$ cat config.mk
export PLATFORM = sky130hd
export DESIGN_NAME = instruction_fetch_flat
export DESIGN_NICKNAME = d
export VERILOG_FILES = /design/src/rtl/instruction_fetch_if.sv /design/src/rtl/instruction_fetch.sv /design/src/flat_wrapper.sv
export SDC_FILE = /design/constraint.sdc
export NUM_CORES = 1
export LEC_CHECK = 0
export ABC_AREA = 0
export CORE_ASPECT_RATIO = 0.7
export CORE_MARGIN = 2
export CORE_UTILIZATION = 41
export CTS_BUF_LIST = sky130_fd_sc_hd__clkbuf_8
export CTS_CLUSTER_DIAMETER = 60
export CTS_CLUSTER_SIZE = 40
export DETAILED_ROUTE_END_ITERATION = 10
export PLACE_DENSITY = 0.67
export SKIP_CTS_REPAIR_TIMING = 1
export SYNTH_ARGS = -nofsm -noshare
export SYNTH_HDL_FRONTEND = slang
export SYNTH_SLANG_ARGS = --single-unit
$ cat constraint.sdc
create_clock -name clk -period 4.95 [get_ports clk]
set_input_delay 0.495 -clock clk [delete_from_list [all_inputs] [get_ports clk]]
set_output_delay 0.495 -clock clk [all_outputs]
set_load 0.01 [all_outputs]
$ cat src/rtl/instruction_fetch_if.sv
// Fetch-side bundle: instruction memory port, redirect port and decode handshake.
// master = fetch stage, slave = the memory/decode/execute environment around it.
interface instruction_fetch_if #(
  parameter int ADDR_W = 3,
  parameter int DATA_W = 32
);
  logic [ADDR_W-1:0] imem_addr;
  logic [DATA_W-1:0] imem_rd;
  logic              redirect_valid;
  logic [ADDR_W-1:0] redirect_pc;
  logic              if_valid;
  logic              if_ready;
  logic [DATA_W-1:0] if_instr;
  logic [ADDR_W-1:0] if_pc;
  logic              fetch_done;

  modport master (
    output imem_addr,
    input  imem_rd,
    input  redirect_valid,
    input  redirect_pc,
    output if_valid,
    input  if_ready,
    output if_instr,
    output if_pc,
    output fetch_done
  );

  modport slave (
    input  imem_addr,
    output imem_rd,
    output redirect_valid,
    output redirect_pc,
    input  if_valid,
    output if_ready,
    input  if_instr,
    input  if_pc,
    input  fetch_done
  );
endinterface

$ cat src/rtl/instruction_fetch.sv
// Fetch stage: owns the PC, reads instruction memory and queues {pc, instr} in a 2-entry FIFO.
// Define IFETCH_WRAP_EN to loop back to RESET_PC after LAST_PC instead of stopping (fetch_done).
module instruction_fetch #(
  parameter int ADDR_W   = 3,
  parameter int DATA_W   = 32,
  parameter int RESET_PC = 0,
  parameter int LAST_PC  = 4
) (
  input  logic                 clk,
  input  logic                 rst,
  instruction_fetch_if.master  bus
);

  localparam logic [ADDR_W-1:0] RESET_A = ADDR_W'(RESET_PC);
  localparam logic [ADDR_W-1:0] LAST_A  = ADDR_W'(LAST_PC);

  typedef struct packed {
    logic [ADDR_W-1:0] pc;
    logic [DATA_W-1:0] instr;
  } entry_t;

  logic [ADDR_W-1:0] pc_q, pc_d;
  logic [1:0]        count_q, count_d;
  logic              done_q, done_d;
  entry_t            ent0_q, ent0_d;   // ent0 is always the queue head
  entry_t            ent1_q, ent1_d;
  entry_t            new_ent;
  logic              pop, push;

  always_comb begin
    pop     = (count_q != 2'd0) & bus.if_ready;
    push    = !bus.redirect_valid & !done_q & ((count_q != 2'd2) | pop);
    new_ent = '{pc: pc_q, instr: bus.imem_rd};
    pc_d    = pc_q;
    count_d = count_q;
    done_d  = done_q;
    ent0_d  = ent0_q;
    ent1_d  = ent1_q;

    if (bus.redirect_valid) begin
      pc_d    = bus.redirect_pc;
      count_d = 2'd0;
      done_d  = 1'b0;
    end else begin
      if (push) begin
        if (pc_q == LAST_A) begin
`ifdef IFETCH_WRAP_EN
          pc_d = RESET_A;
`else
          done_d = 1'b1;
`endif
        end else begin
          pc_d = pc_q + ADDR_W'(1);
        end
      end

      case ({push, pop})
        2'b10: begin
          if (count_q == 2'd0) ent0_d = new_ent;
          else                 ent1_d = new_ent;
          count_d = count_q + 2'd1;
        end
        2'b01: begin
          ent0_d  = ent1_q;
          count_d = count_q - 2'd1;
        end
        2'b11: begin
          // Simultaneous push/pop keeps the count; the new word lands behind the survivor.
          if (count_q == 2'd1) begin
            ent0_d = new_ent;
          end else begin
            ent0_d = ent1_q;
            ent1_d = new_ent;
          end
        end
        default: ;
      endcase
    end
  end

  always_ff @(posedge clk or negedge rst) begin
    if (!rst) begin
      pc_q    <= RESET_A;
      count_q <= 2'd0;
      done_q  <= 1'b0;
      ent0_q  <= '0;
      ent1_q  <= '0;
    end else begin
      pc_q    <= pc_d;
      count_q <= count_d;
      done_q  <= done_d;
      ent0_q  <= ent0_d;
      ent1_q  <= ent1_d;
    end
  end

  assign bus.imem_addr = pc_q;
  assign bus.if_valid  = (count_q != 2'd0);
  assign bus.if_instr  = ent0_q.instr;
  assign bus.if_pc     = ent0_q.pc;
`ifdef IFETCH_WRAP_EN
  assign bus.fetch_done = 1'b0;
`else
  assign bus.fetch_done = done_q;
`endif

endmodule

$ cat src/flat_wrapper.sv
// flat-port wrapper written by rule: the top's interface ports become plain ports
module instruction_fetch_flat 
#(
  parameter int ADDR_W   = 3,
  parameter int DATA_W   = 32,
  parameter int RESET_PC = 0,
  parameter int LAST_PC  = 4
)
  (clk, rst, bus_imem_addr, bus_imem_rd, bus_redirect_valid, bus_redirect_pc, bus_if_valid, bus_if_ready, bus_if_instr, bus_if_pc, bus_fetch_done);
  instruction_fetch_if #(.ADDR_W(ADDR_W), .DATA_W(DATA_W)) bus_i ();
  input  logic clk;
  input  logic rst;
  output wire logic [$bits(bus_i.imem_addr)-1:0] bus_imem_addr;
  input wire logic [$bits(bus_i.imem_rd)-1:0] bus_imem_rd;
  input wire logic [$bits(bus_i.redirect_valid)-1:0] bus_redirect_valid;
  input wire logic [$bits(bus_i.redirect_pc)-1:0] bus_redirect_pc;
  output wire logic [$bits(bus_i.if_valid)-1:0] bus_if_valid;
  input wire logic [$bits(bus_i.if_ready)-1:0] bus_if_ready;
  output wire logic [$bits(bus_i.if_instr)-1:0] bus_if_instr;
  output wire logic [$bits(bus_i.if_pc)-1:0] bus_if_pc;
  output wire logic [$bits(bus_i.fetch_done)-1:0] bus_fetch_done;
  assign bus_imem_addr = bus_i.imem_addr;
  assign bus_i.imem_rd = bus_imem_rd;
  assign bus_i.redirect_valid = bus_redirect_valid;
  assign bus_i.redirect_pc = bus_redirect_pc;
  assign bus_if_valid = bus_i.if_valid;
  assign bus_i.if_ready = bus_if_ready;
  assign bus_if_instr = bus_i.if_instr;
  assign bus_if_pc = bus_i.if_pc;
  assign bus_fetch_done = bus_i.fetch_done;
  instruction_fetch #(.ADDR_W(ADDR_W), .DATA_W(DATA_W), .RESET_PC(RESET_PC), .LAST_PC(LAST_PC)) u_core (.clk(clk), .rst(rst), .bus(bus_i));
endmodule
**Cells by drive strength**

The bar under the picture is 20 microns long.
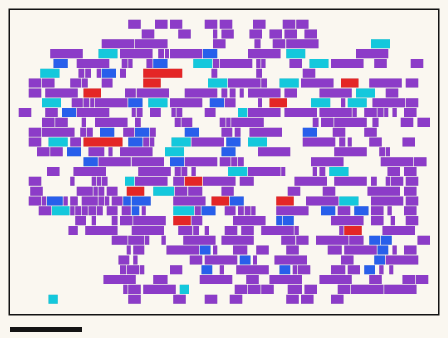
| colour | size | cells |
|---|---|---|
| red | x6 and larger | 12 |
| blue | x2 | 36 |
| purple | x1 and smaller | 315 |
| cyan | x3 and x4 | 27 |
crit path setup slack, layout: 2.21 ns
Synth-to-Final Area Change: 27.6%
summed area of non-filler cells in the final layout: 4800 sq um

==> flow_summary_export.csv <==
group,metric,value,unit
run_status,run_status,"finished clean",
routing,remaining_drc_errors,0,
cells_and_area,antennaDiodeCount,0,
cells_and_area,seq_area_frac,0.396,
routing,dr_wl_met3,406,microns
cts,clock_tree.htree_level_count,3,
logic_synthesis,synth.lib_cells_used.distinct,36,
logic_synthesis,yosys_warnings,0,
global_route,vias_in_the_first_global_route,2769,
cells_and_area,regMostFlops,"u_core.ent1_q",
cts,clk_latency,0.35,ns
logic_synthesis,largest_area_cell,"dfrtp_1",
timing,max_slew_margin,0.264,
cells_and_area,finalNetCount,429,
routing,initialDrtViolationCount,175,
cells_and_area,comb_area_frac,0.355,
floorplan,rows,29,
timing,final_period_minus_worst_setup_slack,2.74,ns
floorplan,die-height,84.2,microns
power_and_ir_drop,power_share_of_the_combinational_group,0.463,
critical_path,worst_r2r_endpoint,"u_core.bus.if_instr[24]$_DFFE_PN0P_",
job,max_cap_viol_count,0,
routing,m1WireLength,4080,microns
routing,detailedRoute.firstPassIterationCount,4,
timing,number_of_pins_exceeding_their_max_slew_limit_in_the_final_report,0,
timing,finalHoldViolCount,0,
cells_and_area,largest_cell_class,"flip-flops and latches",
cells_and_area,clkCellAreaFrac,0.0453,
logic_synthesis,enable_flop_cells,0,
cells_and_area,ff_latch_area,1900,sq um
power_and_ir_drop,power_density,640,nW/um^2
job,stage_log_warnings,29,
floorplan,floorplan.tapcells,124,
logic_synthesis,net_count_of_the_mapped_netlist,360,
timing,report.final.setup_viol,0,
routing,detail_route.wl_per_cell,16.2,microns
global_route,peak_usage_layer_in_the_global_routing_report,"met2",
cells_and_area,signal_buffers,80,
critical_path,setup.worst_path.start,"bus_redirect_valid",
global_route,grt_max_degree,77,
global_route,grt_util_met3,0.0550,
floorplan,die_boundary_width,119,microns
cells_and_area,largest_register_ff_count,35,
timing,timing_worst_slew_pin_value,1.10,ns
cts,clk_transition_reported_paths,0.07,ns
power_and_ir_drop,worst_voltage_drop_across_the_vdd_grid,0.384,mV
timing,unrepaired_setup_endpoints_after_global_routing,"no",
cells_and_area,multiInputGateArea,1710,sq um
power_and_ir_drop,sequentialPowerShare,0.368,
cells_and_area,layout.cells.most_common,"clkdlybuf4s50_1",
logic_synthesis,top_cells_by_area,"dfrtp_1 (51%), mux2_4 (8.0%), mux2_2 (6.3%), mux2i_1 (5.3%), nor2_1 (3.9%)",
critical_path,crit-reg2reg-launch,"u_core.count_q[0]$_DFFE_PN0P_",
critical_path,setup.worst_path.class,"in2reg",
critical_path,setup.reg_to_reg.worst_slack,2.23,ns
power_and_ir_drop,power_top_consumer,"combinational cells",
power_and_ir_drop,seq_group,1.13,mW
logic_synthesis,synth.avg_cell_area,11.9,sq um
routing,top_layer,"met4",
routing,wl,8320,microns
cts,cts_buffer_depth,2,
logic_synthesis,ys.flop_type,"dfrtp_1",
cells_and_area,post-route-util,0.534,
cells_and_area,num-nonclk-inverters,7,
floorplan,floorplan.initialDensity,0.418,
timing,finalSetupTns,0,ns
power_and_ir_drop,clockNetworkPower,0.520,mW
place,port_buffers,78,
critical_path,rr_worst_depth,7,
routing,met2_wirelength,3740,microns
global_route,initial_antenna_violation_count,0,
critical_path,critPathRequiredTime,5.18,ns
cells_and_area,num-multi-input-gates,211,
floorplan,pin_count,79,
place,dp_hpwl,5310,microns
power_and_ir_drop,net-switching-power,1.06,mW
power_and_ir_drop,sw_frac_of_total,0.346,
critical_path,cp-end-kind,"flip-flop",
global_route,grt.overflow.total,0,
routing,num_vias,2698,
cells_and_area,n_fill_cell,811,
logic_synthesis,top_cells_by_count,"dfrtp_1 (76), nor2_1 (39), a21oi_1 (28)",
floorplan,chip_area,9970,sq um
cells_and_area,drive_above_1_share,0.192,
global_route,grt_util_all_layers,0.178,
logic_synthesis,yosys_area,3760,sq um
timing,layout_worst_path_cycle_share,0.554,
logic_synthesis,asyncSetResetFlopFracSynth,1.00,
cts,tritoncts,"built",
place,place_congestion,0.794,
cts,clockRootBuffer,"clkbuf_8",
logic_synthesis,syn-cell-area,3760,sq um
**Clock routing**

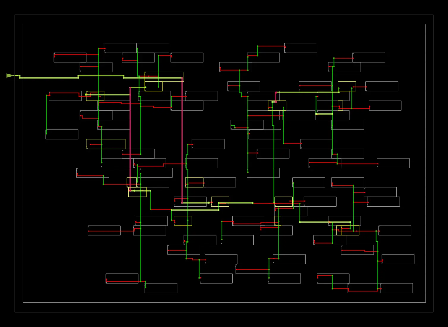
cts bufs inserted: 9
Clock Skew: 0.00659 ns
clock buffer instance count of the final layout: 10
flip-flops: 76

[stage by stage]
step / worst slack (ns) / hold WS (ns) / instances
after floorplan: 3.03 / 0.199 / 316
after global placement: 1.86 / 0.467 / 498
after detailed placement: 1.82 / 0.476 / 498
after CTS: 2.19 / 0.345 / 514
after global routing: 1.99 / 0.378 / 514
final: 2.21 / 0.298 / 514
[logic make-up after synthesis]
logic type,share of synthesized area
AND-OR/OR-AND,0.143
flip-flops,0.505
multiplexers,0.226
AND/OR/NAND/NOR,0.0602
buffers and inverters,0.0445
adder cells (fa/ha/maj),0.0166
XOR/XNOR,0.00466
[critical path: stages]
cell             delay (ns)
clkdlybuf4s50_1        0.40
buf_4                  0.23
nor2_1                 0.37
o2111a_2               1.03
mux2_2                 0.42
Power is estimated from default activity; no workload was simulated.
